Fig. 1: run 1, selected gate families
Drawn at 1.5 px/µm.
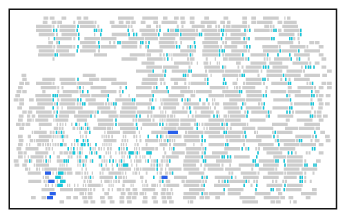
Fig. 2: run 1, routing congestion
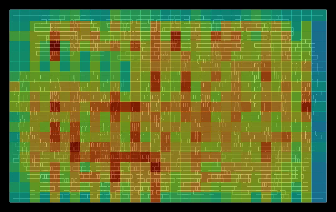
Fig. 3: run 1, the metal 1 layer
Drawn at 1.5 px/µm.
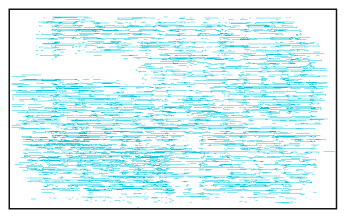
==> config.mk <==
export PLATFORM = sky130hd
export DESIGN_NAME = ifetch
export DESIGN_NICKNAME = d
export VERILOG_FILES = /design/src/rtl/ifetch.sv
export SDC_FILE = /design/constraint.sdc
export NUM_CORES = 1
export LEC_CHECK = 0
export ABC_AREA = 1
export ABC_CLOCK_PERIOD_IN_PS = 5400
export CAP_MARGIN = 25
export CORE_ASPECT_RATIO = 0.6
export CORE_MARGIN = 2
export CORE_UTILIZATION = 45
export CTS_CLUSTER_DIAMETER = 40
export DETAILED_ROUTE_END_ITERATION = 7
export GPL_TIMING_DRIVEN = 0
export PLACE_DENSITY = 0.67
export SYNTH_ARGS = -nofsm -noshare
export SYNTH_HDL_FRONTEND = slang
export SYNTH_SLANG_ARGS = --single-unit
==> constraint.sdc <==
create_clock -name i_clk -period 5.4 [get_ports i_clk]
set_clock_uncertainty 0.2 [all_clocks]
set_input_delay 1.62 -clock i_clk [delete_from_list [all_inputs] [get_ports i_clk]]
set_output_delay 1.62 -clock i_clk [all_outputs]
set_load 0.01 [all_outputs]
==> src/rtl/ifetch.sv <==
// Instruction fetch: drives a zero-latency instruction memory from a fetch PC and buffers
// {pc, inst} pairs in a small prefetch FIFO presented to decode over valid/ready.
module ifetch #(
  parameter logic [31:0] RESET_PC = 32'h0000_3000,
  parameter int unsigned DEPTH    = 4
) (
  input  logic        i_clk,
  input  logic        i_rst,
  output logic [31:0] o_im_addr,
  input  logic [31:0] i_im_data,
  output logic        o_inst_valid,
  input  logic        i_inst_ready,
  output logic [31:0] o_inst,
  output logic [31:0] o_inst_pc,
  input  logic        i_redirect,
  input  logic [31:0] i_redirect_pc
);

  localparam int unsigned AW = (DEPTH > 1) ? $clog2(DEPTH) : 1;
  localparam logic [AW:0] FullCnt = (AW + 1)'(DEPTH);

  logic [31:0]   r_fpc;
  logic [AW-1:0] r_wptr;
  logic [AW-1:0] r_rptr;
  logic [AW:0]   r_count;
  logic [31:0]   r_pc_mem   [DEPTH];
  logic [31:0]   r_inst_mem [DEPTH];

  logic w_pop;
  logic w_push;

  assign o_im_addr    = r_fpc;
  assign o_inst_valid = (r_count != '0);

  // Outputs depend only on state, never on i_inst_ready.
  assign o_inst    = o_inst_valid ? r_inst_mem[r_rptr] : 32'h0;
  assign o_inst_pc = o_inst_valid ? r_pc_mem[r_rptr]   : 32'h0;

  assign w_pop  = o_inst_valid & i_inst_ready & ~i_redirect;
  // A full FIFO still accepts the new word when the head leaves in the same cycle.
  assign w_push = ~i_redirect & ((r_count < FullCnt) | w_pop);

  always_ff @(posedge i_clk or posedge i_rst) begin
    if (i_rst) begin
      r_fpc   <= RESET_PC & ~32'h3;
      r_wptr  <= '0;
      r_rptr  <= '0;
      r_count <= '0;
    end else if (i_redirect) begin
      r_fpc   <= i_redirect_pc & ~32'h3;
      r_wptr  <= '0;
      r_rptr  <= '0;
      r_count <= '0;
    end else begin
      if (w_push) begin
        r_fpc  <= r_fpc + 32'd4;
        r_wptr <= r_wptr + AW'(1);
      end
      if (w_pop) begin
        r_rptr <= r_rptr + AW'(1);
      end
      if (w_push && !w_pop) begin
        r_count <= r_count + (AW + 1)'(1);
      end else if (w_pop && !w_push) begin
        r_count <= r_count - (AW + 1)'(1);
      end
    end
  end

  // Storage needs no reset: entries are only visible while counted.
  always_ff @(posedge i_clk) begin
    if (w_push && !i_rst) begin
      r_pc_mem[r_wptr]   <= r_fpc;
      r_inst_mem[r_wptr] <= i_im_data;
    end
  end

endmodule

==> ci_impl_report.md, run 1 <==
## PnR job results

| Metric | Value |
|---|---|
| Status | finished clean |
| Dominant cell type by area after synthesis | edfxtp_1 |
| Die height | 132 µm |
| Initial antenna violation count | 0 |
| Hold Buf Count CTS | 0 |
| Ant. Diodes | 0 |
| Clock root buffer | clkbuf_16 |
| Top-area cell share | 60.7% |
| Comb area | 3420 µm² |
| Dominant Register Cell | edfxtp_1 |
| Max-cap viol count | 0 |
| Register bit total from synthesis | 285 |
| Setup violations, final | 0 |
| RSZ-0062 raised after global routing | false |
| Power per Cell Area | 478 nW/µm² |
| Yosys Warn Count | 0 |
| Max VDD drop | 244 µV |
| # Cells Yosys | 1,152 |
| Busiest grt layer | met1 |
| Top cells by area | edfxtp_1 61%, nor2_1 9.2%, dfrtp_1 7.1% |
| Wire length per cell | 18.7 µm |
| Hold Path Class | flop to flop |
| Clock tree from TritonCTS | built |
| Largest fanout on the critical path | 10 |
| CP Capture Type | output port |
| IO Count | 165 |
| Max-slew headroom | 43.2% |
| Via density | 5.25 |
| Reg clk slew, reported paths | 0.06 ns |
| Mapped cell area | 12,300 µm² |
| OpenROAD warning count | 32 |
| Post-synth EDFFs | 248 |
| Leak | 5.59 nW |
| RePlAce Congestion | 0.948 |
| Crit share post-route | 90.2% |
| Setup slack after layout | 0.528 ns |
| Vias in the first global route | 8,631 |
| First-pass GRT wire length | 49.5 mm |
| PostCTS Resize Cnt | 0 |
| Slew @ Worst Pin | 0.850 ns |
| Yosys cell types | 39 |
| FFs w/ async S/R, synth | 13.0% |
| Core area | 26,600 µm² |
| Chip Area, Yosys | 12,300 µm² |
| Cts bufs inserted | 31 |
| Met3 Track Usage GR | 4.59% |
| DIE WIDTH | 217 µm |
| Post-Syn Area per Cell | 10.7 µm² |
| Sinks on Clock Net | 285 |
| WP data arrival | 3.05 ns |
| FP Core Util | 46.2% |
| Slowest cell on crit path | clkdlybuf4s50_1 |
| Clock H-tree levels | 1 |
| Fin crit period | 4.87 ns |
| Final Max Slew Viols | 0 |
| Fin. Hold Viols | 0 |
| Die Size | 28,700 µm² |
| DR iter-0 viols | 973 |
| # rows | 46 |
| Drt pass-1 iters | 5 |
| Layout cell share with drive strength beyond 1 | 8.49% |
| Final Net Count | 1,427 |
| CP delay by family, top | buffers and inverters |
| Worst EP required | 3.58 ns |
| Largest net degree at the start of global routing | 39 |
| Port bufs | 157 |
-- Fig. 1 (at the start) --
Blue is adder and majority cells, cells 6, most used ha_1, where bottom left. Cyan is NOR gates, cells 313, most used nor2_1, where all over the die.
Top cell excl fill/tap: nor2_1
Comb area share: 22.0%
final non-filler cell total: 1,738

-- Fig. 2 (at the start) --
fin util: 58.4%
GRT met2 Usage: 33.3%

-- Fig. 3 (at the start) --
1,300 nets have wire on it. The longest straight run is 54.7 µm. The layer carries 15,200 µm of wire. The wires run mostly horizontal. The layer holds 47% of the routed length.
DRT Wirelength: 32.4 mm
DR vias: 9,118
Global Route met1 Usage: 34.5%

[run 1: cells in the mapped netlist, types with 6 or more instances]
library cell  instances
a21oi_1              66
a22oi_1               7
buf_1                 7
buf_2                19
buf_4                 6
clkbuf_1             24
dfrtp_1              35
edfxtp_1            248
inv_1                52
nand2_1             140
nand3_1              36
nand4_1               7
nor2_1              302
nor2_2                6
o21ai_0             140
o21ai_1               7
[run 1: registers in the layout (all words and copies together) (netlist names)]
| name | flops |
|---|---|
| r_pc_mem | 120 |
| r_count | 3 |
| r_inst_mem | 128 |
| o_im_addr | 30 |
| r_wptr | 2 |
| r_rptr | 2 |
[run 1: layout make-up]
cell class	count	share of cell area [%]
clock inverter	23	1.43
clock buffer	35	5.10
multi-input combinational	751	22.0
buffer	60	1.94
tap	360	2.90
timing repair buffer	165	11.2
inverter	59	1.45
sequential	285	54.0
[run 1: per-stage QoR]
stage / utilization, % / hold slack, ns / instance area (µm²) / setup TNS, ns / total power, mW
floorplan: - / 0.266 / 12300 / -144.53 / 4.06
global placement: 53.8 / 0.279 / 14300 / -856.24 / 5.34
detailed placement: 54.6 / 0.286 / 14500 / 0 / 5.38
CTS: 58.4 / 0.300 / 15500 / 0 / 7.45
global route: 58.4 / 0.319 / 15500 / 0 / 7.77
finish: 58.4 / 0.296 / 15500 / 0 / 7.42
[run 1: power breakdown]
part	switching, mW	internal, mW	total [mW]
combinational	1.39	1.01	2.40
clock	0.902	1.17	2.07
sequential	0.243	2.70	2.94
total	2.53	4.88	7.42
[run 1: cell families (layout without fill, tap and decap cells)]
| family | Yosys count | after routing | synth area share (%) |
|---|---|---|---|
| XOR/XNOR | 1 | 1 | 0.0714 |
| AND-OR/OR-AND | 239 | 239 | 10.4 |
| AND/OR/NAND/NOR | 501 | 501 | 16.3 |
| adder cells (fa/ha/maj) | 6 | 6 | 0.673 |
| other | 1 | 4 | 0.0305 |
| flip-flops | 285 | 285 | 68.2 |
| buffers and inverters | 119 | 342 | 4.29 |
[run 1: per-layer routing]
metal  vias up  wire, µm
li1       4378         -
met1      4361     15200
met2       341     13900
met3        38      2850
met4         0       472
met5         -         0
[run 1: path summary, 6_finish.rpt]
| path | endpoint | cells past startpoint | slack, ns | from |
|---|---|---|---|---|
| min | r_count[2]$_DFFE_PP0P_ | 2 | 0.30 | r_count[2]$_DFFE_PP0P_ |
| min reg2reg | r_count[2]$_DFFE_PP0P_ | 2 | 0.30 | r_count[2]$_DFFE_PP0P_ |
| max in group asynchronous | o_im_addr[25]$_DFFE_PP0N_ | 2 | 3.10 | i_rst |
| max | o_inst_pc[21] | 7 | 0.53 | r_rptr[0]$_DFFE_PP0P_ |
| min in group asynchronous | o_im_addr[2]$_DFFE_PP0N_ | 2 | 1.35 | i_rst |
| max reg2reg | r_pc_mem[0][31]$_DFFE_PP_ | 7 | 2.62 | r_count[2]$_DFFE_PP0P_ |
[run 1: tightest hold or removal path: cells and delay by family (launching register included)]
kind	cells	cell delay, ns
flops	1	0.34
simple gates	2	0.12
Fig. 4: run 1, sequential cells grouped by signal name
Drawn at 3 px/µm. Other sequential cells in the stronger gray, the rest of the logic in the fainter gray.
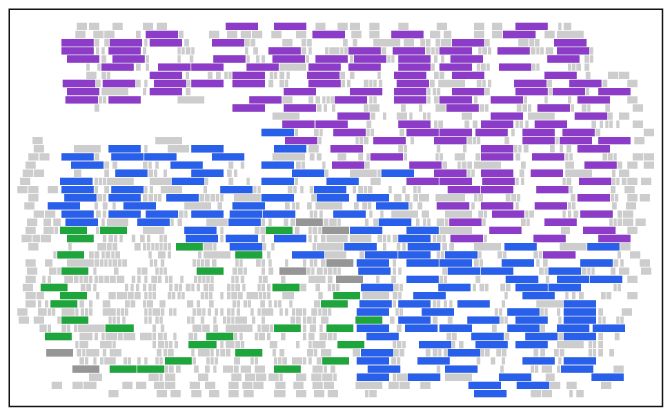

==> run 1 -> run 2 <==
--- a/config.mk
+++ b/config.mk
@@ -13,8 +13,7 @@
 export CORE_UTILIZATION = 45
 export CTS_CLUSTER_DIAMETER = 40
 export DETAILED_ROUTE_END_ITERATION = 7
-export GPL_TIMING_DRIVEN = 0
-export PLACE_DENSITY = 0.67
+export PLACE_DENSITY_LB_ADDON = 0.15
 export SYNTH_ARGS = -nofsm -noshare
 export SYNTH_HDL_FRONTEND = slang
 export SYNTH_SLANG_ARGS = --single-unit
Fig. 5: run 2, sequential cells grouped by signal name
Drawn at 3 px/µm. Other sequential cells in the stronger gray, the rest of the logic in the fainter gray.
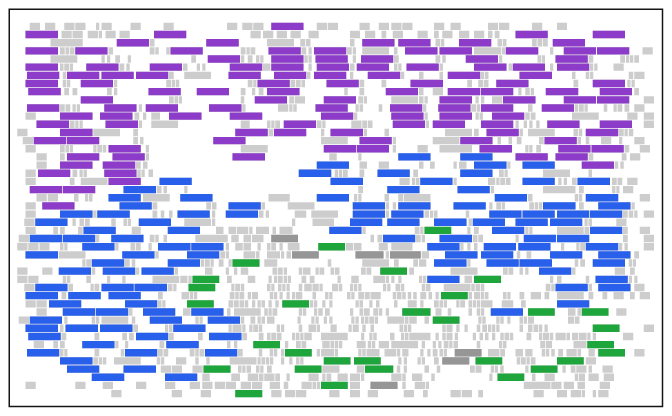
Purple is r_inst_mem, sequential cells 128. Green is o_im_addr, sequential cells 30. Blue is r_pc_mem, sequential cells 120.
Another 7 sequential cells are not colored.

==> run 2 against run 1 <==
  * Wire length down 2.3%
  * Clock-buffer cell count up 6
  * Synthesized area unchanged
  * Via count down 2.6%
  * Worst hold slack better by 0.014 ns
  * Register-to-register slack better by 0.46 ns
  * Setup slack better by 0.17 ns
  * Non-clock buffer count down 47
  * First-iteration DRC count down 20%
  * Sequential power about the same
  * Critical path depth down 1
  * Critical path type unchanged
  * Largest power group unchanged
==> ci_impl_report.md, run 2 <==
## PnR job results

| Metric | Value |
|---|---|
| Slew @ Worst Pin | 0.942 ns (+0.0917 ns) |
| Top-area cell share | 60.7% (unchanged) |
| Hold Path Class | flop to flop |
| DRT Wirelength | 31.7 mm (-2.3%) |
| Status | finished clean |
| DP Area | 14,200 µm² (-1.8%) |
| Largest register FFs | 128 (unchanged) |
| RSZ-0062 raised after global routing | false |
| PostCTS Resize Cnt | 0 (unchanged) |
| Flop-to-flop setup slack | 3.08 ns (+0.46 ns) |
| Post-Syn Instances | 1,152 |
| Ant. Diodes | 0 (unchanged) |
| Die Size | 28,700 µm² (unchanged) |
| RePlAce Congestion | 0.855 (-9.8%) |
| Sinks on Clock Net | 285 (unchanged) |
| DR vias | 8,885 (-2.6%) |
| Drt pass-1 iters | 5 (unchanged) |
| IO Count | 165 (unchanged) |
| Reg2Reg Depth | 8 (+1) |
| Worst EP required | 3.58 ns (about the same) |
| DR iter-0 viols | 777 (-20%) |
| Via density | 5.25 (about the same) |
| Xor/xnor share | 0.0713% (unchanged) |
| Hold path cells | 1 (-1) |
| Leak | 5.52 nW (-1.1%) |
| Final Max Slew Viols | 0 (unchanged) |
| Register bit total from synthesis | 285 (unchanged) |
| Simple-gate share of the synthesized area | 16.3% (unchanged) |
| Reg clk slew, reported paths | 0.06 ns (about the same) |
| First-pass GRT wire length | 48.9 mm (-1.2%) |
| Final instance area | 15,400 µm² (-0.85%) |
| Largest fanout on the critical path | 77 (+67) |
| FP Core Util | 46.2% (unchanged) |
| Max-cap viol count | 0 (unchanged) |
| WHS Endpoint | r_count[0]$_DFFE_PP0P_ |
| Max VDD drop | 219 µV (-10%) |
| RR Startpoint | o_im_addr[2]$_DFFE_PP0N_ |
| Final Net Count | 1,384 (-3.0%) |
| Layout cell share with drive strength beyond 1 | 7.80% (-0.69 points) |
| Clock tree from TritonCTS | built |
| Final non-filler cell total | 1,693 (-2.6%) |
| DIE WIDTH | 217 µm (unchanged) |
| FFs w/ async S/R, synth | 13.0% (unchanged) |
| Setup violations, final | 0 (unchanged) |
| Core area | 26,600 µm² (unchanged) |
| Vias in the first global route | 8,337 (-3.4%) |
| Clock H-tree levels | 2 (+1) |
| Commonest cells post-synth | 302 x nor2_1, 248 x edfxtp_1, 140 x nand2_1, 140 x o21ai_0, 66 x a21oi_1 |
| Setup slack after layout | 0.699 ns (+0.172 ns) |
| CP Capture Type | output port |
| MUX share of area | 0% (unchanged) |
| Count leader, synth | nor2_1 |
| Fin crit period | 4.70 ns (-0.172 ns) |
| # rows | 46 (unchanged) |
| Yosys cell types | 39 (unchanged) |
| Crit share post-route | 87.1% (-3.2 points) |
| OpenROAD warning count | 32 (unchanged) |
| Wire length per cell | 18.7 µm (+0.32%) |
| Die height | 132 µm (unchanged) |
| Fin. Hold Viols | 0 (unchanged) |
| Cts bufs inserted | 35 (+13%) |
| Aoi share | 10.4% (unchanged) |
| # Cells Yosys | 1,152 (unchanged) |
| Total Power | 7.56 mW (+2.0%) |
| Capturing point of the worst reg2reg path | o_im_addr[28]$_DFFE_PP0N_ |
| Sum Neg Setup Slack | 0 ns (unchanged) |
| Initial antenna violation count | 0 (unchanged) |
| Top cells by area | edfxtp_1 61%, nor2_1 9.2%, dfrtp_1 7.1% |
| Max-slew headroom | 37.2% (-6.0 points) |
| Dominant combinational family | simple AND/OR/NAND/NOR gates |
| Dominant Register Cell | edfxtp_1 |
| Chip Area, Yosys | 12,300 µm² (unchanged) |
| Hold Crit Start | r_count[0]$_DFFE_PP0P_ |
| Mapped cell area | 12,300 µm² (unchanged) |
| Post-synth EDFFs | 248 (unchanged) |
| Startpoint types | flop |
==> run 2: cell counts after synthesis <==
No cell type changed its count.
==> run 2: through the flow <==
stage | hold slack [ns] | utilization (%)
after floorplan | 0.266 | -
after global placement | 0.283 | 53.6
after detailed placement | 0.295 | 53.6
after CTS | 0.306 | 57.9
after global routing | 0.365 | 57.9
final | 0.310 | 57.9
==> run 2: final cells by class <==
cell class              instances  area [µm²]  share of cell area, %
clock inverters                19         248                   1.61
repair buffers                178        1770                   11.5
well taps                     360         450                   2.93
flip-flops and latches        285        8380                   54.5
inverters                      59         226                   1.47
clock buffers                  41         898                   5.84
multi-input cells             751        3420                   22.2
==> run 2: worst max-delay path, stage by stage (launching register included) <==
cell and delay, ns:
dfrtp_4 0.42, buf_4 0.64, nor2_1 0.11, nor2_1 0.11, o21ai_0 0.10, a21oi_1 0.35, clkdlybuf4s50_1 0.61
==> run 2: power breakdown <==
group / leakage, nW / switching, mW / internal [mW] / total, mW
registers: 2.69 / 0.229 / 2.70 / 2.93
clock network: 0.551 / 0.927 / 1.41 / 2.33
logic: 2.29 / 1.32 / 0.978 / 2.30
total: 5.52 / 2.48 / 5.09 / 7.56
==> run 2: cell families (layout without fill, tap and decap cells) <==
logic type,after synthesis,count (layout)
and+or+nand+nor,501,501
DFF,285,285
AOI/OAI and AO/OA,239,239
buffers and inverters,119,297
adders and majority gates,6,6
other,1,4
xor gates and xnor gates,1,1
==> run 2: worst max path at each step <==
stage | startpoint | end | slack, ns | depth (start not counted)
2_1_floorplan | i_rst | r_inst_mem[0][0]$_DFFE_PP_ | -0.58 | 3
3_3_place_gp | i_redirect | r_inst_mem[1][3]$_DFFE_PP_ | 1.10 | 7
3_5_place_dp | i_redirect | r_pc_mem[1][10]$_DFFE_PP_ | 1.10 | 7
4_1_cts | r_rptr[0]$_DFFE_PP0P_ | o_inst_pc[13] | 0.65 | 6
5_1_grt | r_rptr[0]$_DFFE_PP0P_ | o_inst_pc[13] | 0.49 | 6
6_report | r_rptr[0]$_DFFE_PP0P_ | o_inst_pc[13] | 0.70 | 6
==> run 2: metal layers <==
metal / share of wire [%] / vias up / track usage [%] / wire [µm]
met1: 48 / 4272 / 34.9 / 15300
li1: - / 4278 / - / -
met4: 1.1 / 0 / 4.30 / 352
met3: 7.2 / 34 / 3.99 / 2290
met5: 0 / - / 0 / 0
met2: 43 / 301 / 31.8 / 13800
Fig. 6: run 2, a small window of the routed layout
Window x 150 to 175, y 86 to 111 µm. Cells in gray, sequential cells in the stronger gray; small squares are vias.
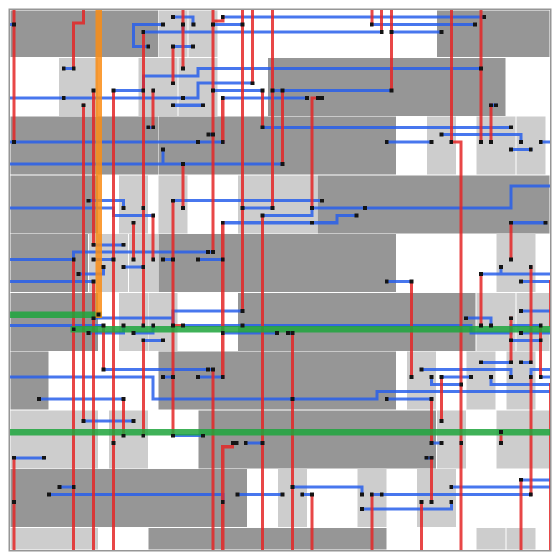

==> run 2 -> run 3 <==
--- a/config.mk
+++ b/config.mk
@@ -9,8 +9,9 @@
 export ABC_CLOCK_PERIOD_IN_PS = 5400
 export CAP_MARGIN = 25
 export CORE_ASPECT_RATIO = 0.6
-export CORE_MARGIN = 2
+export CORE_MARGIN = 5
 export CORE_UTILIZATION = 45
+export CTS_BUF_LIST = sky130_fd_sc_hd__clkbuf_4 sky130_fd_sc_hd__clkbuf_8
 export CTS_CLUSTER_DIAMETER = 40
 export DETAILED_ROUTE_END_ITERATION = 7
 export PLACE_DENSITY_LB_ADDON = 0.15
Fig. 7: run 3, a small window of the routed layout
Window x 155 to 180, y 91 to 116 µm. Cells in gray, sequential cells in the stronger gray; small squares are vias.
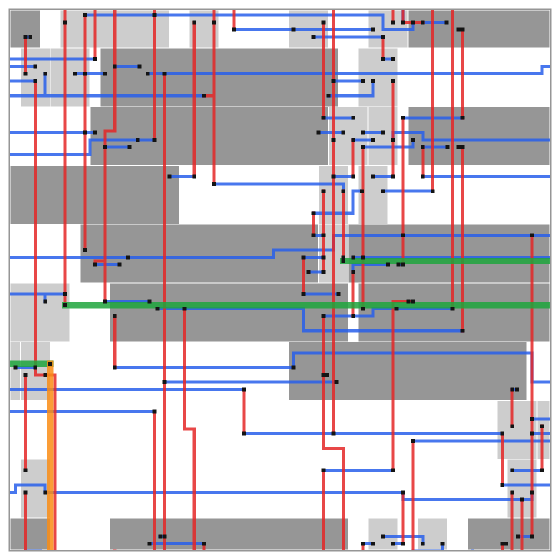
Orange is met4. Green is met3. Blue is met1. Red is met2.
Most frequent: nor2_1 (11), edfxtp_1 (11), o21ai_0 (3). 30 logic cells have their middle in the window. Sequential cells in the window: 11. Netlist names of flops here include r_inst_mem (11).

==> run 3 against run 2 <==
  * Cell count up 1.1%
  * Setup slack got worse by 0.43 ns
  * Die area grew 7.4%
  * First-iteration DRC count is 5.3% lower
  * Fmax down 8.4%
  * Synthesized cell count stayed put
  * Non-clock buffer count up 1
  * Combinational power is essentially flat
  * Synthesized area did not move
  * Global-route usage fell by 1.9 points
  * Largest power group unchanged
  * Critical path depth is 1 lower
==> ci_impl_report.md, run 3 <==
## PnR job results

| Metric | Value |
|---|---|
| Setup violations, final | 0 (unchanged) |
| Top cell excl fill/tap | nor2_1 |
| Largest net degree at the start of global routing | 63 |
| Largest register FFs | 128 (unchanged) |
| First-pass GRT wire length | 48.5 mm (-0.79%) |
| DR vias | 8,928 (+0.48%) |
| Largest fanout on the critical path | 56 (-27%) |
| CP max stage delay | 0.72 ns (+0.08 ns) |
| Max-cap viol count | 0 (unchanged) |
| Net switching power | 2.35 mW (-5.0%) |
| Flop-to-flop setup slack | 2.96 ns (-0.12 ns) |
| Post-synth seq share | 68.2% |
| Port bufs | 158 |
| Top sig layer | met4 |
| Clock Path Buffers | 3 |
| Clock tree from TritonCTS | built |
| Dominant Register Cell | edfxtp_1 |
| Post-synth EDFFs | 248 (unchanged) |
| Critical Setup Path Class | flop to output port |
| Clock latency on the worst-skew pair | 0.57 ns |
| Fin crit period | 5.13 ns (+0.429 ns) |
| CP Capture Type | output port |
| Max-slew headroom | 48.7% (+11 points) |
| Final antenna-violating net count | 0 |
| Hold Path Class | flop to flop |
| WL met3 | 2.57 mm (+12%) |
| # rows | 46 (unchanged) |
| Count leader, synth | nor2_1 |
| Combinational Power Share | 32.5% (+2.1 points) |
| Commonest cells post-synth | 302 x nor2_1, 248 x edfxtp_1, 140 x nand2_1, 140 x o21ai_0, 66 x a21oi_1 |
| DP Cell Count | 1,634 |
| Top-area cell share | 60.7% (unchanged) |
| RePlAce Congestion | 0.907 (+6.1%) |
| Fin. Hold Viols | 0 (unchanged) |
| Peak Freq | 195 MHz |
| Drt pass-1 iters | 8 (+3) |
| DPL Wire Length | 19.4 mm |
| Total Power | 7.00 mW (-7.5%) |
| Fin util | 56.8% (-1.1 points) |
| Clock root buffer | clkbuf_8 |
| Final Max Slew Viols | 0 (unchanged) |
| Clock H-tree levels | 2 (unchanged) |
| Die height | 138 µm (+4.5%) |
| Clock network power share | 25.3% (-5.6 points) |
| Vias in the first global route | 8,504 (+2.0%) |
| Overall routing resource usage | 20.2% |
| Internal | 4.64 mW (-8.8%) |
| Grt total ovfl | 0 |
| # Cells Yosys | 1,152 (unchanged) |
| Initial antenna violation count | 0 (unchanged) |
| Reg clk slew, reported paths | 0.07 ns (about the same) |
| DRT Wirelength | 31.7 mm (about the same) |
| Startpoint types | flop |
| IO Count | 165 (unchanged) |
| RSZ-0062 raised after global routing | false |
| FFs w/ async S/R, synth | 13.0% (unchanged) |
| Power per Cell Area | 462 nW/µm² |
| Min Hold Slack | 0.304 ns (-0.00555 ns) |
| Cts bufs inserted | 44 (+26%) |
| Crit path buffers/inverters | 3 (+1) |
| Ant. Diodes | 0 (unchanged) |
| Yosys cell types | 39 (unchanged) |
| Status | finished clean |
| Core area | 26,600 µm² (+0.22%) |
| Post-Syn Area per Cell | 10.7 µm² |
| Reg power frac | 42.3% (+3.5 points) |
| Post CTS Setup Buffer Count | 0 |
| Hold Buf Count CTS | 0 |
| Crit share post-route | 95.0% (+8.0 points) |
| Most instantiated logic cells after routing | 298 x nor2_1, 248 x edfxtp_1, 158 x clkdlybuf4s50_1, 140 x nand2_1, 140 x o21ai_0 |
| Max VDD drop | 233 µV (+6.3%) |
| Slew @ Worst Pin | 0.769 ns (-0.173 ns) |
| WP data arrival | 3.31 ns |
| FP Core Util | 46.1% (-0.10 points) |
| Sw frac | 33.7% (+0.90 points) |
| Top cells by area | edfxtp_1 61%, nor2_1 9.2%, dfrtp_1 7.1% |
| Largest Register | r_inst_mem |
| CP delay by family, top | buffers and inverters |
| Wire length per cell | 18.5 µm (-1.1%) |
| Slowest cell on crit path | clkinv_2 |
| Die Size | 30,800 µm² (+7.4%) |
| DR iter-0 viols | 736 (-5.3%) |
| Post-Syn Instances | 1,152 (unchanged) |
| Met2 Wirelength | 13.9 mm (+0.63%) |
| Leak | 5.44 nW (-1.6%) |
| Layout cell share with drive strength beyond 1 | 9.02% (+1.2 points) |
| DIE WIDTH | 223 µm (+2.8%) |
| Final Net Count | 1,394 (+0.72%) |
| Yosys Warn Count | 0 |
| DRC viols | 0 |
| Area growth, synth to finish | 23.2% |
| Register bit total from synthesis | 285 (unchanged) |
| Sinks on Clock Net | 285 (unchanged) |
| Via density | 5.21 (-0.63%) |
| OpenROAD warning count | 32 (unchanged) |
| Worst EP required | 3.58 ns (about the same) |
| Mapped cell area | 12,300 µm² (unchanged) |
| Chip Area, Yosys | 12,300 µm² (unchanged) |
| PostCTS Resize Cnt | 0 (unchanged) |
| Wl on met1 | 14.7 mm (-3.6%) |
| Final non-filler cell total | 1,712 (+1.1%) |
| Cell chain of the critical path | clkinv_2 -> buf_4 -> o21ai_0 -> a21oi_1 -> clkdlybuf4s50_1 |
| Dominant cell type by area after synthesis | edfxtp_1 |
-- run 3: cell counts after synthesis --
No cell type changed its count.
-- run 3: per-layer routing --
| layer | up-vias | global-route usage (%) |
|---|---|---|
| met5 | - | 0 |
| met4 | 0 | 5.51 |
| met3 | 50 | 4.40 |
| met2 | 319 | 29.7 |
| met1 | 4269 | 30.5 |
| li1 | 4290 | - |
-- run 3: path summary, 6_finish.rpt --
kind	from	to	depth (start not counted)
min in group asynchronous	i_rst	o_im_addr[23]$_DFFE_PP0N_	3
hold reg to reg	r_count[0]$_DFFE_PP0P_	r_count[0]$_DFFE_PP0P_	1
setup reg to reg	o_im_addr[2]$_DFFE_PP0N_	o_im_addr[26]$_DFFE_PP0N_	8
setup / recovery	r_rptr[0]$_DFFE_PP0P_	o_inst[5]	5
max in group asynchronous	i_rst	r_rptr[0]$_DFFE_PP0P_	3
hold / removal	r_count[0]$_DFFE_PP0P_	r_count[0]$_DFFE_PP0P_	1
-- run 3: stage by stage --
step / worst slack [ns] / TNS, ns / area, µm²
after global placement: 0.882 / 0 / 14300
after CTS: 0.205 / 0 / 15100
after detailed placement: 0.857 / 0 / 14300
after floorplan: -0.583 / -144.53 / 12300
after global routing: 0.0131 / 0 / 15100
final: 0.270 / 0 / 15100
-- run 3: power groups by stage --
stage,registers [mW],logic (mW),clock network (mW)
global route,2.99,2.48,1.93
detailed placement,3.00,2.28,0
finish,2.96,2.27,1.77
floorplan,2.91,1.15,0
CTS,2.96,2.30,1.82
global placement,2.99,2.27,0
-- run 3: worst reg2reg max path: stages, from the launching register on --
cell and delay, ns:
dfrtp_1 0.57, ha_1 0.26, nand3_1 0.16, nor2_1 0.40
nand3_1 0.21, nor2_1 0.26, nand3_1 0.11, nand3_1 0.10
nand2_1 0.05
-- run 3: layout make-up --
type | count | area [µm²]
fill | 2300 | 11500
sequential | 285 | 8380
multi-input combinational | 751 | 3420
timing repair buffer | 179 | 1800
clock buffer | 65 | 769
tap | 360 | 450
inverter | 59 | 226
clock inverter | 13 | 85.1
-- run 3: cells by family (layout without fill, tap and decap cells) --
| family | Yosys count | count (layout) | synth area share [%] |
|---|---|---|---|
| and+or+nand+nor | 501 | 501 | 16.3 |
| DFF | 285 | 285 | 68.2 |
| AOI/OAI and AO/OA | 239 | 239 | 10.4 |
| buffers and inverters | 119 | 316 | 4.29 |
| adders and majority gates | 6 | 6 | 0.673 |
| other | 1 | 4 | 0.0305 |
| xor gates and xnor gates | 1 | 1 | 0.0714 |
Power figures rest on the tool's default switching activity, not on a simulated workload.
